File: config.mk
export PLATFORM = sky130hd
export DESIGN_NAME = reg_writeback_arbiter
export DESIGN_NICKNAME = d
export VERILOG_FILES = /design/src/rtl/reg_writeback_arbiter_pkg.sv /design/src/rtl/reg_writeback_arbiter_wb_fifo.sv /design/src/rtl/reg_writeback_arbiter.sv
export SDC_FILE = /design/constraint.sdc
export NUM_CORES = 1
export LEC_CHECK = 0
export CAP_MARGIN = 10
export CORE_ASPECT_RATIO = 0.9
export CORE_MARGIN = 2
export CORE_UTILIZATION = 50
export DETAILED_ROUTE_END_ITERATION = 10
export PLACE_DENSITY_LB_ADDON = 0.08
export SKIP_LAST_GASP = 1
export SYNTH_ARGS = -nofsm -noshare
export SYNTH_HDL_FRONTEND = slang
export SYNTH_SLANG_ARGS = --single-unit
File: constraint.sdc
create_clock -name clk -period 3.8 [get_ports clk]
set_clock_uncertainty 0.2 [all_clocks]
set_input_delay 0.38 -clock clk [delete_from_list [all_inputs] [get_ports clk]]
set_output_delay 0.38 -clock clk [all_outputs]
set_load 0.01 [all_outputs]
File: src/rtl/reg_writeback_arbiter_pkg.sv
// Shared register-file constants and the load-FIFO entry payload.
package reg_writeback_arbiter_pkg;

    localparam int unsigned RF_ADDR_W   = 5;
    localparam int unsigned RF_DATA_W   = 32;
    localparam int unsigned RF_NUM_REGS = 1 << RF_ADDR_W;

    localparam logic [RF_ADDR_W-1:0] REG_ZERO = '0;

    typedef struct packed {
        logic                 live;
        logic [RF_ADDR_W-1:0] rd;
        logic [RF_DATA_W-1:0] data;
    } wb_entry_t;

endpackage

File: src/rtl/reg_writeback_arbiter_wb_fifo.sv
// Load-return FIFO with per-entry kill-by-destination and exposed entry vectors.
module reg_writeback_arbiter_wb_fifo
    import reg_writeback_arbiter_pkg::*;
#(
    parameter int unsigned DEPTH = 4
) (
    input  logic                                  clk,
    input  logic                                  rst_n,
    input  logic                                  push,
    input  wb_entry_t                             push_entry,
    input  logic                                  pop,
    input  logic                                  kill_en,
    input  logic [RF_ADDR_W-1:0]                  kill_rd,
    output wb_entry_t                             head,
    output logic                                  full,
    output logic                                  empty,
    output logic [$clog2(DEPTH):0]                count,
    output logic [DEPTH-1:0]                      live_vec,
    output logic [DEPTH-1:0][RF_ADDR_W-1:0]       rd_vec
);

    localparam int unsigned AW = $clog2(DEPTH);
    localparam int unsigned PW = AW + 1;

    wb_entry_t         mem [DEPTH];
    logic [PW-1:0]     wr_ptr;
    logic [PW-1:0]     rd_ptr;
    logic [AW-1:0]     wr_idx;
    logic [AW-1:0]     rd_idx;
    logic              do_push;
    logic              do_pop;

    assign wr_idx  = wr_ptr[AW-1:0];
    assign rd_idx  = rd_ptr[AW-1:0];
    assign full    = (wr_idx == rd_idx) && (wr_ptr[AW] != rd_ptr[AW]);
    assign empty   = (wr_ptr == rd_ptr);
    assign count   = wr_ptr - rd_ptr;
    assign head    = mem[rd_idx];
    assign do_push = push && !full;
    assign do_pop  = pop && !empty;

    // Per-slot liveness restricted to occupied slots, plus destination of each slot.
    always_comb begin
        live_vec = '0;
        rd_vec   = '0;
        for (int unsigned i = 0; i < DEPTH; i++) begin
            live_vec[i] = mem[i].live && (PW'(AW'(AW'(i) - rd_idx)) < count);
            rd_vec[i]   = mem[i].rd;
        end
    end

    // Storage and pointers; a same-cycle push overrides the kill on its own slot.
    always_ff @(posedge clk or negedge rst_n) begin
        if (!rst_n) begin
            wr_ptr <= '0;
            rd_ptr <= '0;
            for (int unsigned i = 0; i < DEPTH; i++) begin
                mem[i] <= '0;
            end
        end else begin
            if (kill_en) begin
                for (int unsigned i = 0; i < DEPTH; i++) begin
                    if (mem[i].rd == kill_rd) begin
                        mem[i].live <= 1'b0;
                    end
                end
            end
            if (do_push) begin
                mem[wr_idx] <= push_entry;
                wr_ptr      <= wr_ptr + PW'(1);
            end
            if (do_pop) begin
                rd_ptr <= rd_ptr + PW'(1);
            end
        end
    end

endmodule

File: src/rtl/reg_writeback_arbiter.sv
// Merges ALU and load writebacks onto the single register-file write port.
module reg_writeback_arbiter
    import reg_writeback_arbiter_pkg::*;
#(
    parameter int unsigned DEPTH      = 4,
    parameter int unsigned STARVE_MAX = 8,
    parameter int unsigned DATA_W     = 32,
    parameter int unsigned ADDR_W     = 5
) (
    input  logic                       clk,
    input  logic                       rst_n,
    input  logic                       alu_valid,
    input  logic [ADDR_W-1:0]          alu_rd,
    input  logic [DATA_W-1:0]          alu_data,
    input  logic                       ld_valid,
    output logic                       ld_ready,
    input  logic [ADDR_W-1:0]          ld_rd,
    input  logic [DATA_W-1:0]          ld_data,
    output logic                       wr_en,
    output logic [ADDR_W-1:0]          wr_addr,
    output logic [DATA_W-1:0]          wr_data,
    output logic [RF_NUM_REGS-1:0]     busy_mask,
    output logic                       alu_stall,
    output logic [$clog2(DEPTH):0]     fifo_count,
    output logic                       proto_err
);

    localparam int unsigned SW = $clog2(STARVE_MAX + 1);

    wb_entry_t                        head;
    wb_entry_t                        push_entry;
    logic                             full;
    logic                             empty;
    logic                             push;
    logic                             pop;
    logic                             kill_en;
    logic [RF_ADDR_W-1:0]             alu_rd_rf;
    logic                             head_live;
    logic                             head_forced;
    logic                             alu_win;
    logic                             head_win;
    logic                             head_hit;
    logic [DEPTH-1:0]                 live_vec;
    logic [DEPTH-1:0][RF_ADDR_W-1:0]  rd_vec;
    logic [SW-1:0]                    starve_cnt;
    logic                             nxt_en;
    logic [ADDR_W-1:0]                nxt_addr;
    logic [DATA_W-1:0]                nxt_data;

    assign alu_rd_rf  = RF_ADDR_W'(alu_rd);
    assign push_entry = '{live: 1'b1, rd: RF_ADDR_W'(ld_rd), data: RF_DATA_W'(ld_data)};
    assign ld_ready   = !full;
    assign push       = ld_valid && !full && (RF_ADDR_W'(ld_rd) != REG_ZERO);
    assign alu_stall  = (starve_cnt >= SW'(STARVE_MAX));

    reg_writeback_arbiter_wb_fifo #(
        .DEPTH (DEPTH)
    ) u_fifo (
        .clk        (clk),
        .rst_n      (rst_n),
        .push       (push),
        .push_entry (push_entry),
        .pop        (pop),
        .kill_en    (kill_en),
        .kill_rd    (alu_rd_rf),
        .head       (head),
        .full       (full),
        .empty      (empty),
        .count      (fifo_count),
        .live_vec   (live_vec),
        .rd_vec     (rd_vec)
    );

    // Arbitration: starved live head beats the ALU, else ALU, else head; killed heads are flushed.
    always_comb begin
        head_live   = !empty && head.live;
        head_forced = alu_stall && head_live;
        alu_win     = alu_valid && !head_forced;
        head_win    = head_forced || (!alu_valid && head_live);
        kill_en     = alu_win && (alu_rd_rf != REG_ZERO);
        head_hit    = kill_en && !empty && (head.rd == alu_rd_rf);
        pop         = !empty && (!head.live || head_win || head_hit);
        nxt_en      = 1'b0;
        nxt_addr    = ADDR_W'(head.rd);
        nxt_data    = DATA_W'(head.data);
        if (head_win) begin
            nxt_en = 1'b1;
        end else if (kill_en) begin
            nxt_en   = 1'b1;
            nxt_addr = alu_rd;
            nxt_data = alu_data;
        end
    end

    // Pending-write scoreboard over live entries.
    always_comb begin
        busy_mask = '0;
        for (int unsigned i = 0; i < DEPTH; i++) begin
            if (live_vec[i]) begin
                busy_mask[rd_vec[i]] = 1'b1;
            end
        end
    end

    // Write-port register; address and data hold when idle.
    always_ff @(posedge clk or negedge rst_n) begin
        if (!rst_n) begin
            wr_en   <= 1'b0;
            wr_addr <= '0;
            wr_data <= '0;
        end else begin
            wr_en <= nxt_en;
            if (nxt_en) begin
                wr_addr <= nxt_addr;
                wr_data <= nxt_data;
            end
        end
    end

    // Starvation counter and sticky dropped-ALU-write flag.
    always_ff @(posedge clk or negedge rst_n) begin
        if (!rst_n) begin
            starve_cnt <= '0;
            proto_err  <= 1'b0;
        end else begin
            if (empty || pop) begin
                starve_cnt <= '0;
            end else if (alu_win && head_live) begin
                starve_cnt <= starve_cnt + SW'(1);
            end
            if (head_forced && alu_valid) begin
                proto_err <= 1'b1;
            end
        end
    end

endmodule

==> results_slide.txt, run 1 <==
Implementation Results

Run status
  – Status: complete, but fails checks
  – Violated checks: negative setup slack

Layout
  – Area-dominant class: combinational gates
  – Combinational fraction of the cell area: 40.16%
  – Buffering overhead: 14.48%
  – Reg area: 5032 µm²
  – Clock buf/inv share: 5.154%
  – Ant diodes: 0
  – Post-Route Utilization: 65.17%
  – Post-route cell area: 13620 µm²
  – Non-clock buffers: 209

Global routing
  – Number of global-route vias before repair: 8027
  – Global Route met3 Usage: 5.008%
  – Most used routing layer in global routing: met2
  – Largest net degree at the start of global routing: 100

CTS
  – Setup Fix Bufs, Post-CTS: 18
  – Sink Count: 201
  – Max clock buf depth: 3
  – Total CTS buffers: 22
  – Clock root cell: clkbuf_16

Logic synthesis
  – Asr flop ratio synth: 100.0%
  – Syn. warnings: 0
  – Flops after synth: 201
  – Synth unique cells: 69
  – Synth Seq Share: 47.00%
  – Adder share: 1.941%
  – Cells after synthesis: 861
  – Number of enable flip-flop cells: 0
  – Post-Synth AOI/OAI Area: 11.16%
  – Synthesis area per yosys: 10700 µm²
  – Most frequent cell after synthesis: dfrtp_1

Floorplan
  – I/O Pins: 154
  – Initial Util: 51.22%

Power and ir drop
  – Sequential share of power: 29.3%
  – Switching Fraction: 38.54%
  – Max VDD drop: 524.5 µV

Placement
  – Pre-CTS setup slack: -0.03564 ns
  – Placed cell count: 1271
  – GPL Wtd Cong: 0.9243

Critical path
  – Worst setup EP type: output pin
  – Crit-path cells: inv_2 -> ha_4 -> inv_2 -> fa_1 -> inv_4 -> ha_4 -> nor2b_4 -> o21a_1 -> or3_4 -> buf_12 -> o22ai_1 -> a221o_1 -> buf_2
  – R2R Setup Slk: 0.79 ns
  – R2r startpoint: u_fifo.rd_ptr[0]
  – Worst Setup SP: u_fifo.wr_ptr[0]
  – Worst Setup EP: busy_mask[10]
  – WP data arrival: 3.28 ns
  – Crit path largest cell delay: 0.55 ns

Final timing
  – Setup violators final: 10
  – Slew @ Worst Pin: 0.7960 ns
  – Fin Hold WS: 0.2878 ns
  – Unrepaired setup endpoints after global routing: yes
  – Post-route setup slack: -0.05544 ns

Flow run
  – Tool warnings: 37

Routing
  – Wire length on met1: 12560 µm
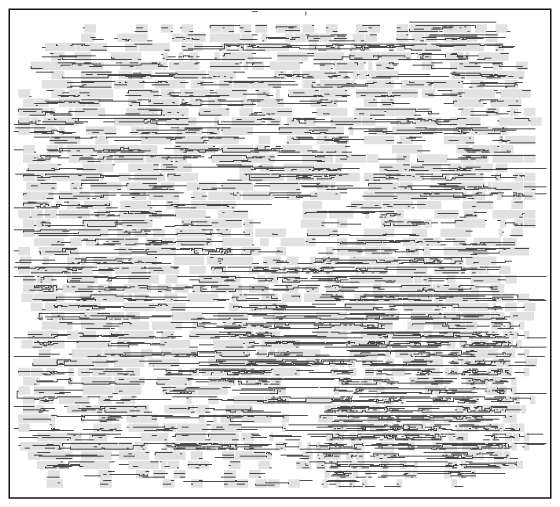
**Above:** run 1 (M1 wires).
share of all routed wire: 46%
main direction: horizontal
total number of vias: 7811
met1 Usage GRT: 35.39%

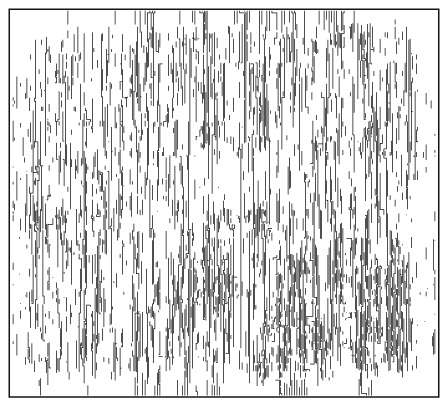
**Above:** run 1 (M2 wires).
longest straight run: 73.4 µm
share of all routed wire: 46%
nets with wire on the layer: 1005
main direction: vertical
wire length on this layer: 12600 µm
GRT met2 Usage: 38.83%
final wirelength: 27500 µm

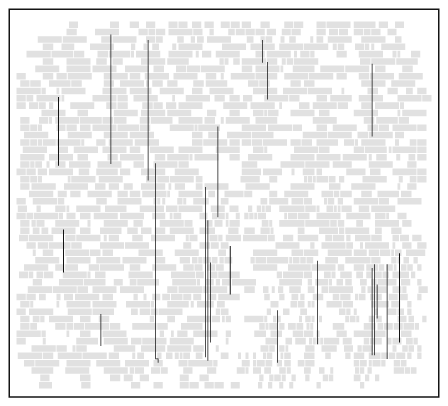
**Above:** run 1 (metal 4).
main direction: vertical
longest straight run: 72.2 µm

==> inputs of run 2 (changes only) <==
--- a/config.mk
+++ b/config.mk
@@ -10,7 +10,8 @@
 export CORE_MARGIN = 2
 export CORE_UTILIZATION = 50
 export DETAILED_ROUTE_END_ITERATION = 10
-export PLACE_DENSITY_LB_ADDON = 0.08
+export PLACE_DENSITY = 0.8
+export SKIP_CTS_REPAIR_TIMING = 1
 export SKIP_LAST_GASP = 1
 export SYNTH_ARGS = -nofsm -noshare
 export SYNTH_HDL_FRONTEND = slang
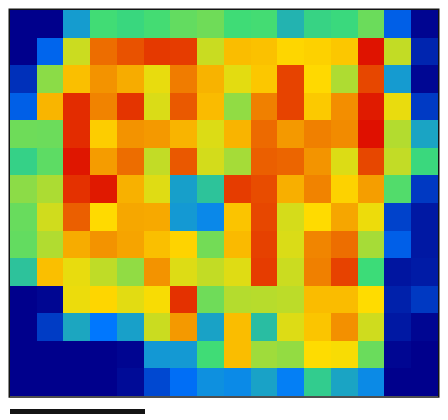
**Above:** run 2 (cell area per tile).
Bar = 50 µm. 16 x 14 tiles, from dark blue (low) to red (high), 0 to 100% covered.
tiles over 75% full: 40%
emptiest ninth of the die: south-west
nearly empty tiles: 9.8%
Initial Util: 51.22%
core area: 20900 µm²
Post-Route Utilization: 64.41%

==> run 2 against run 1 <==
  * The run still ends with negative setup slack left
  * Design area fell by 1.2%
  * Final cell count fell by 0.68%
  * First-iteration DRC count rose by 25%
  * Via count rose by 2.0%
  * Sequential share of layout area rose by 0.44 points
  * Die area did not move
  * Area after synthesis did not move
  * Power fell by 1.7%
  * Critical path depth did not move
==> results_slide.txt, run 2 <==
Implementation Results

Logic synthesis
  – Cells after synthesis: 861 (unchanged)
  – Synthesis area per yosys: 10700 µm² (unchanged)
  – Mux cell area share: 23.57%
  – Post-synth area hogs: dfrtp_1 (47%), mux2_2 (14%), mux4_2 (8.0%)
  – Adder share: 1.941% (unchanged)
  – Most frequent cell after synthesis: dfrtp_1
  – Post-Synth AOI/OAI Area: 11.16% (unchanged)
  – Synth Seq Share: 47.00% (unchanged)
  – Flops after synth: 201 (unchanged)
  – Syn. warnings: 0 (unchanged)
  – Asr flop ratio synth: 100.0% (unchanged)
  – Number of enable flip-flop cells: 0 (unchanged)
  – Synth unique cells: 69 (unchanged)
  – Syn nets: 955
  – Post-Syn Area: 10700 µm²

CTS
  – Total CTS buffers: 21 (-4.5%)
  – H-tree depth: 1
  – CTS tree: built
  – Sink Count: 201 (unchanged)
  – Max clock buf depth: 3 (unchanged)
  – Clock root cell: clkbuf_16
  – Clock latency on the worst-skew pair: 0.50 ns

Placement
  – Placed cell count: 1269 (-0.16%)
  – GPL Wtd Cong: 0.9366 (+1.3%)
  – Pre-CTS setup slack: -0.04978 ns (-0.01414 ns)

Global routing
  – Most used routing layer in global routing: met2
  – Global Route met3 Usage: 4.613% (-0.39 points)
  – Largest net degree at the start of global routing: 95 (-5.0%)
  – Total grt overflow: 0
  – Met1 Usage GRT: 35.45% (+0.057 points)
  – Number of global-route vias before repair: 8104 (+0.96%)

Layout
  – Post-route cell area: 13460 µm² (-1.2%)
  – Combinational fraction of the cell area: 40.16% (about the same)
  – Buffering overhead: 13.86% (-0.62 points)
  – Area-dominant class: combinational gates
  – Ant diodes: 0 (unchanged)
  – Reg area: 5032 µm² (unchanged)
  – Non-clock buffers: 202 (-3.3%)
  – Clock buf/inv share: 5.317% (+0.16 points)
  – Comb gates: 572
  – Flop share of the area: 37.39%

Routing
  – WL/cell: 21.02 µm
  – Wire length on met1: 11720 µm (-6.7%)
  – Number of iterations in the first detailed-routing pass: 5
  – DR vias/cell: 6.029
  – Metal2 WL: 13350 µm
  – Drc violations: 0
  – Routed wl met3: 2029 µm

Final timing
  – Fin Hold WS: 0.2895 ns (+0.001703 ns)
  – Post-route setup slack: -0.1229 ns (-0.06747 ns)
  – Unrepaired setup endpoints after global routing: yes
  – Fin. Hold Viols: 0
  – Slew @ Worst Pin: 0.7435 ns (-0.05244 ns)
  – Minimum clock period: 3.923 ns
  – Final Max Slew Viols: 0
  – Cycle use final: 103.2%
  – Setup violators final: 21 (+11)

Flow run
  – Max cap viols: 0
  – Tool warnings: 36 (-2.7%)

Critical path
  – WP data arrival: 3.34 ns (+0.06 ns)
  – Crit path largest cell delay: 0.56 ns (about the same)
  – WP buf/inv: 5
  – R2R Setup Slk: 0.73 ns (-0.06 ns)
  – Worst Setup EP: busy_mask[5]
  – Worst Setup SP: u_fifo.wr_ptr[0]
  – Crit path required time: 3.22 ns
  – Crit-path cells: inv_2 -> ha_4 -> inv_2 -> fa_1 -> inv_2 -> ha_1 -> o21ba_4 -> o21ai_4 -> buf_6 -> or3b_4 -> nor2_1 -> or3_1 -> dlymetal6s2s_1
  – Worst setup EP type: output pin
  – R2r startpoint: u_fifo.rd_ptr[0]

Min path
  – Hold path cells: 1

Floorplan
  – I/O Pins: 154 (unchanged)
  – Rows: 50
  – Die ar.: 22590 µm²

Power and ir drop
  – Clock Power Share: 15.0%
  – Switching Fraction: 38.77% (+0.23 points)
  – Max VDD drop: 549.5 µV (+4.8%)
  – Leak Pwr: 5.642 nW
  – Sequential share of power: 30.0% (+0.7 points)
  – Power Combinational: 7.69 mW
  – P_sw: 5.421 mW

Run status
  – Violated checks: negative setup slack
  – Status: complete, but fails checks
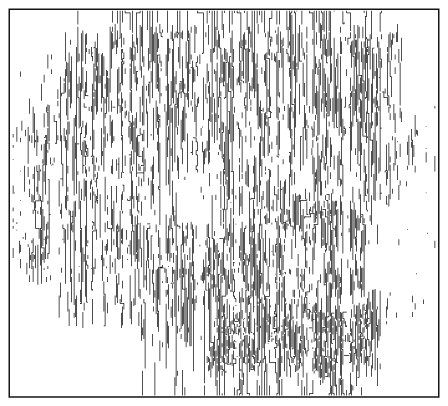
**Above:** run 2 (M2 wires).
main direction: vertical
longest straight run: 54.1 µm
share of all routed wire: 48%
total number of vias: 7964
final wirelength: 27770 µm
GRT met2 Usage: 38.92%

Power is estimated from default activity; no workload was simulated.
